===== config.mk =====
export PLATFORM = sky130hd
export DESIGN_NAME = uart_loop_fifo
export DESIGN_NICKNAME = d
export VERILOG_FILES = /design/src/rtl/uart_loop_fifo.sv
export SDC_FILE = /design/constraint.sdc
export NUM_CORES = 1
export LEC_CHECK = 0
export CORE_MARGIN = 8
export CORE_UTILIZATION = 35
export DETAILED_ROUTE_END_ITERATION = 12
export PLACE_DENSITY_LB_ADDON = 0.12
export SKIP_CTS_REPAIR_TIMING = 1
export SYNTH_ARGS = -nofsm -noshare
export SYNTH_HDL_FRONTEND = slang
export SYNTH_SLANG_ARGS = --single-unit

===== constraint.sdc =====
create_clock -name clk -period 4.05 [get_ports clk]
set_input_delay 0.405 -clock clk [delete_from_list [all_inputs] [get_ports clk]]
set_output_delay 0.405 -clock clk [all_outputs]
set_load 0.05 [all_outputs]

===== src/rtl/uart_loop_fifo.sv =====
// UART echo block: receives framed characters on rx, queues good ones in a
// circular FIFO and retransmits them on tx in the same frame format.
module uart_loop_fifo #(
  parameter int CLK_FRE    = 50_000_000,
  parameter int BAUD       = 9600,
  parameter int DATA_BITS  = 8,
  parameter int PARITY     = 0,
  parameter int STOP_BITS  = 1,
  parameter int FIFO_DEPTH = 16
) (
  input  logic                          clk,
  input  logic                          rst_n,
  input  logic                          rx,
  input  logic                          tx_en,
  output logic                          tx,
  output logic                          frame_err,
  output logic                          parity_err,
  output logic                          overflow,
  output logic [$clog2(FIFO_DEPTH):0]   fifo_count
);

  localparam int BAUD_CNT = CLK_FRE / BAUD;
  localparam int HALF     = BAUD_CNT / 2;
  localparam int CW       = $clog2(BAUD_CNT + 1);
  localparam int AW       = $clog2(FIFO_DEPTH);

  typedef enum logic [2:0] {S_IDLE, S_START, S_DATA, S_PARITY, S_STOP} state_t;

  logic rx_s1, rx_s2, rx_d, rx_fall;

  always_ff @(posedge clk or negedge rst_n) begin
    if (!rst_n) begin
      rx_s1 <= 1'b1;
      rx_s2 <= 1'b1;
      rx_d  <= 1'b1;
    end else begin
      rx_s1 <= rx;
      rx_s2 <= rx_s1;
      rx_d  <= rx_s2;
    end
  end

  assign rx_fall = rx_d & ~rx_s2;

  state_t                 rx_state;
  logic [CW-1:0]          rx_cnt;
  logic [3:0]             rx_bit;
  logic [DATA_BITS-1:0]   rx_data;
  logic                   rx_par, rx_stop_ok, rx_done, rx_tick;

  // The start bit is resampled half a bit in; every later sample is a full bit apart.
  assign rx_tick = (rx_state == S_START) ? (rx_cnt == CW'(HALF - 1))
                                         : (rx_cnt == CW'(BAUD_CNT - 1));

  always_ff @(posedge clk or negedge rst_n) begin
    if (!rst_n) begin
      rx_state   <= S_IDLE;
      rx_cnt     <= '0;
      rx_bit     <= '0;
      rx_data    <= '0;
      rx_par     <= 1'b0;
      rx_stop_ok <= 1'b1;
      rx_done    <= 1'b0;
    end else begin
      rx_done <= 1'b0;
      case (rx_state)
        S_IDLE: begin
          if (rx_fall) begin
            rx_state <= S_START;
            rx_cnt   <= '0;
            rx_bit   <= '0;
          end
        end
        S_START: begin
          if (rx_tick) begin
            rx_cnt     <= '0;
            rx_stop_ok <= 1'b1;
            rx_state   <= rx_s2 ? S_IDLE : S_DATA;
          end else begin
            rx_cnt <= rx_cnt + 1'b1;
          end
        end
        S_DATA: begin
          if (rx_tick) begin
            rx_cnt  <= '0;
            rx_data <= {rx_s2, rx_data[DATA_BITS-1:1]};
            if (rx_bit == 4'(DATA_BITS - 1)) begin
              rx_bit   <= '0;
              rx_state <= (PARITY != 0) ? S_PARITY : S_STOP;
            end else begin
              rx_bit <= rx_bit + 1'b1;
            end
          end else begin
            rx_cnt <= rx_cnt + 1'b1;
          end
        end
        S_PARITY: begin
          if (rx_tick) begin
            rx_cnt   <= '0;
            rx_par   <= rx_s2;
            rx_state <= S_STOP;
          end else begin
            rx_cnt <= rx_cnt + 1'b1;
          end
        end
        S_STOP: begin
          if (rx_tick) begin
            rx_cnt     <= '0;
            rx_stop_ok <= rx_stop_ok & rx_s2;
            if (rx_bit == 4'(STOP_BITS - 1)) begin
              rx_bit   <= '0;
              rx_done  <= 1'b1;
              rx_state <= S_IDLE;
            end else begin
              rx_bit <= rx_bit + 1'b1;
            end
          end else begin
            rx_cnt <= rx_cnt + 1'b1;
          end
        end
        default: rx_state <= S_IDLE;
      endcase
    end
  end

  logic par_exp, par_ok, good, wr, pop, full, empty, tx_end;
  logic [AW-1:0]        wr_ptr, rd_ptr;
  logic [DATA_BITS-1:0] mem [FIFO_DEPTH];
  logic [DATA_BITS-1:0] rd_data;

  always_comb begin
    par_exp = (^rx_data) ^ (PARITY == 1);
    par_ok  = (PARITY == 0) || (rx_par == par_exp);
  end

  assign full    = (fifo_count == (AW + 1)'(FIFO_DEPTH));
  assign empty   = (fifo_count == '0);
  assign good    = rx_done & rx_stop_ok & par_ok;
  // A full FIFO still accepts a character when TX frees a slot in the same cycle.
  assign wr      = good & (~full | pop);
  assign rd_data = mem[rd_ptr];

  always_ff @(posedge clk or negedge rst_n) begin
    if (!rst_n) begin
      wr_ptr     <= '0;
      rd_ptr     <= '0;
      fifo_count <= '0;
      frame_err  <= 1'b0;
      parity_err <= 1'b0;
      overflow   <= 1'b0;
    end else begin
      frame_err  <= rx_done & ~rx_stop_ok;
      parity_err <= rx_done & rx_stop_ok & ~par_ok;
      overflow   <= good & full & ~pop;
      if (wr)  wr_ptr <= wr_ptr + 1'b1;
      if (pop) rd_ptr <= rd_ptr + 1'b1;
      case ({wr, pop})
        2'b10:   fifo_count <= fifo_count + 1'b1;
        2'b01:   fifo_count <= fifo_count - 1'b1;
        default: fifo_count <= fifo_count;
      endcase
    end
  end

  always_ff @(posedge clk) begin
    if (wr) mem[wr_ptr] <= rx_data;
  end

  state_t                 tx_state;
  logic [CW-1:0]          tx_cnt;
  logic [3:0]             tx_bit;
  logic [DATA_BITS-1:0]   tx_shift;
  logic                   tx_par, tx_bit_end;

  assign tx_bit_end = (tx_cnt == CW'(BAUD_CNT - 1));
  assign tx_end     = (tx_state == S_STOP) & tx_bit_end & (tx_bit == 4'(STOP_BITS - 1));
  // Popping on the final stop edge chains frames with no idle gap.
  assign pop        = tx_en & ~empty & ((tx_state == S_IDLE) | tx_end);

  always_ff @(posedge clk or negedge rst_n) begin
    if (!rst_n) begin
      tx_state <= S_IDLE;
      tx_cnt   <= '0;
      tx_bit   <= '0;
      tx_shift <= '0;
      tx_par   <= 1'b0;
      tx       <= 1'b1;
    end else if (pop) begin
      tx_state <= S_START;
      tx_cnt   <= '0;
      tx_bit   <= '0;
      tx_shift <= rd_data;
      tx_par   <= (^rd_data) ^ (PARITY == 1);
      tx       <= 1'b0;
    end else begin
      case (tx_state)
        S_IDLE: tx <= 1'b1;
        S_START: begin
          if (tx_bit_end) begin
            tx_cnt   <= '0;
            tx       <= tx_shift[0];
            tx_state <= S_DATA;
          end else begin
            tx_cnt <= tx_cnt + 1'b1;
          end
        end
        S_DATA: begin
          if (tx_bit_end) begin
            tx_cnt <= '0;
            if (tx_bit == 4'(DATA_BITS - 1)) begin
              tx_bit <= '0;
              if (PARITY != 0) begin
                tx_state <= S_PARITY;
                tx       <= tx_par;
              end else begin
                tx_state <= S_STOP;
                tx       <= 1'b1;
              end
            end else begin
              tx_bit   <= tx_bit + 1'b1;
              tx_shift <= {1'b0, tx_shift[DATA_BITS-1:1]};
              tx       <= tx_shift[1];
            end
          end else begin
            tx_cnt <= tx_cnt + 1'b1;
          end
        end
        S_PARITY: begin
          if (tx_bit_end) begin
            tx_cnt   <= '0;
            tx_bit   <= '0;
            tx       <= 1'b1;
            tx_state <= S_STOP;
          end else begin
            tx_cnt <= tx_cnt + 1'b1;
          end
        end
        S_STOP: begin
          if (tx_bit_end) begin
            tx_cnt <= '0;
            if (tx_bit == 4'(STOP_BITS - 1)) begin
              tx_bit   <= '0;
              tx_state <= S_IDLE;
            end else begin
              tx_bit <= tx_bit + 1'b1;
            end
          end else begin
            tx_cnt <= tx_cnt + 1'b1;
          end
        end
        default: tx_state <= S_IDLE;
      endcase
    end
  end

endmodule


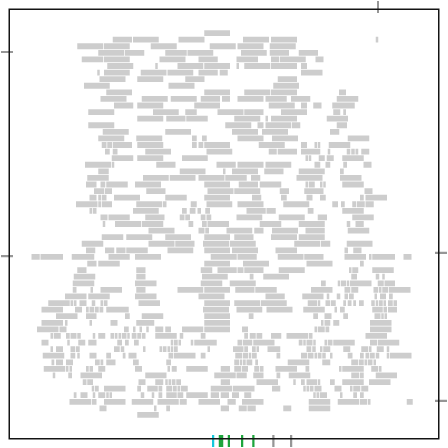
*Pin map*
Pins as bars across the die edge, other pins in gray.
- cyan: frame_err (pins 1; direction output; edge bottom)
- green: fifo_count (pins 5; direction output; edge bottom)
- all pins by edge: 8 bottom, 2 left, 2 right, 1 top
die height: 177 um
die width: 177 um

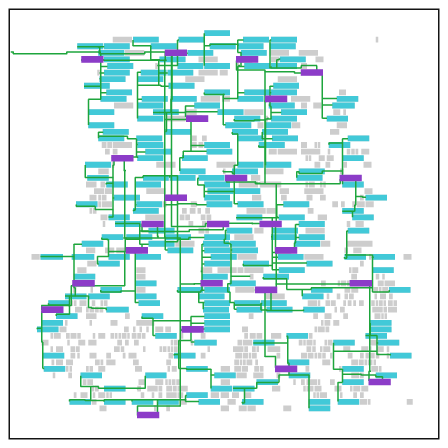
*Clock wires, drivers and flops*
- purple: cells driving clock nets (count 24)
- green: clock wires (length 2690 um)
- cyan: flip-flops (count 205)
- routed clock nets: 25
Clock Skew: 0.0153 ns
clk ins delay skew pair: 0.51 ns
clock group share of total power: 46.0%
Clk. pwr: 2.06 mW

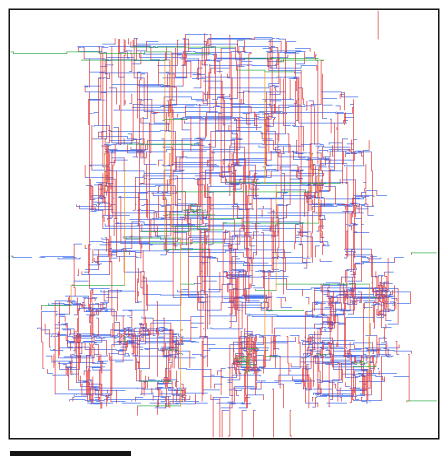
*Wiring by layer*
Scale bar: 50 um.
- green: met3 (wire length 806 um)
- blue: met1 (wire length 8690 um)
- red: met2 (wire length 8870 um)
- orange: met4 (wire length 479 um)

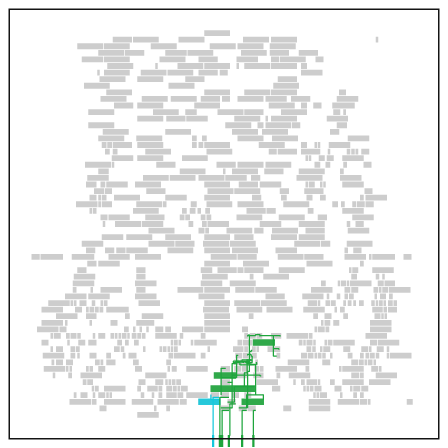
*Nets reached from selected ports*
- cyan: frame_err (bits 1; direction output; end cells 1; buffers 1; wire 24.5 um)
- green: fifo_count (bits 5; direction output; end cells 5; buffers 5; wire 310 um)

==> results.toml <==
# yosys + openroad results
[final_layout]
stdcell_count = 1001
final_common_cell = "edfxtp_1"
largest_class = "sequential cells"
area_growth_pct = 13.4

[global_routing]
grt_use_total_pct = 12.4
grt_pass1_vias = 5466
antenna_found_initial = 0
grt.overflow.total = 0

[route]
post-route-drc-count = 0
viasPerCell = 5.14
drtAntennaViolNets = 0
wirelength_mm = 18.8
wl_met1_mm = 8.69
met2_length_mm = 8.87

[yosys]
syn_nets = 647
synth_flops = 205
synthArstFlopShare_pct = 37.6
syn_area_um2 = 9050
fa_ha_area_share_pct = 1.80
synth-main-ff-cell = "edfxtp_1"
synthAoiAreaFrac_pct = 5.96
synth_xor_xnor_area_share_pct = 3.10
simple_gate_share_pct = 11.0

[clocking]
cts_tree = "built"
clock_sinks = 205
root_buffer = "clkbuf_16"
cts-buffers-inserted = 24

[pwr]
seq_power_mw = 2.28
p_int_mw = 3.51
pwr-share-comb_pct = 3.1

[worst_setup_path]
startpoint = "tx_bit[0]"
critPathMaxStageDelay_ns = 0.48
r2r_slack_ns = 0.62

[place]
dp_worst_setup_slack_ns = 0.615

[run_status]
outcome = "finished clean"

[timing]
rsz0062_at_grt = "false"
fin_crit_ns = 3.43
max_slew_margin_pct = 21.6
finalCritPeriodShare_pct = 84.7

[die]
fp_util_pct = 35.2

[min_path]
hold_class = "input port to asynchronous set/reset pin"

[job]
warnings = 31
Power figures rest on the tool's default switching activity, not on a simulated workload.
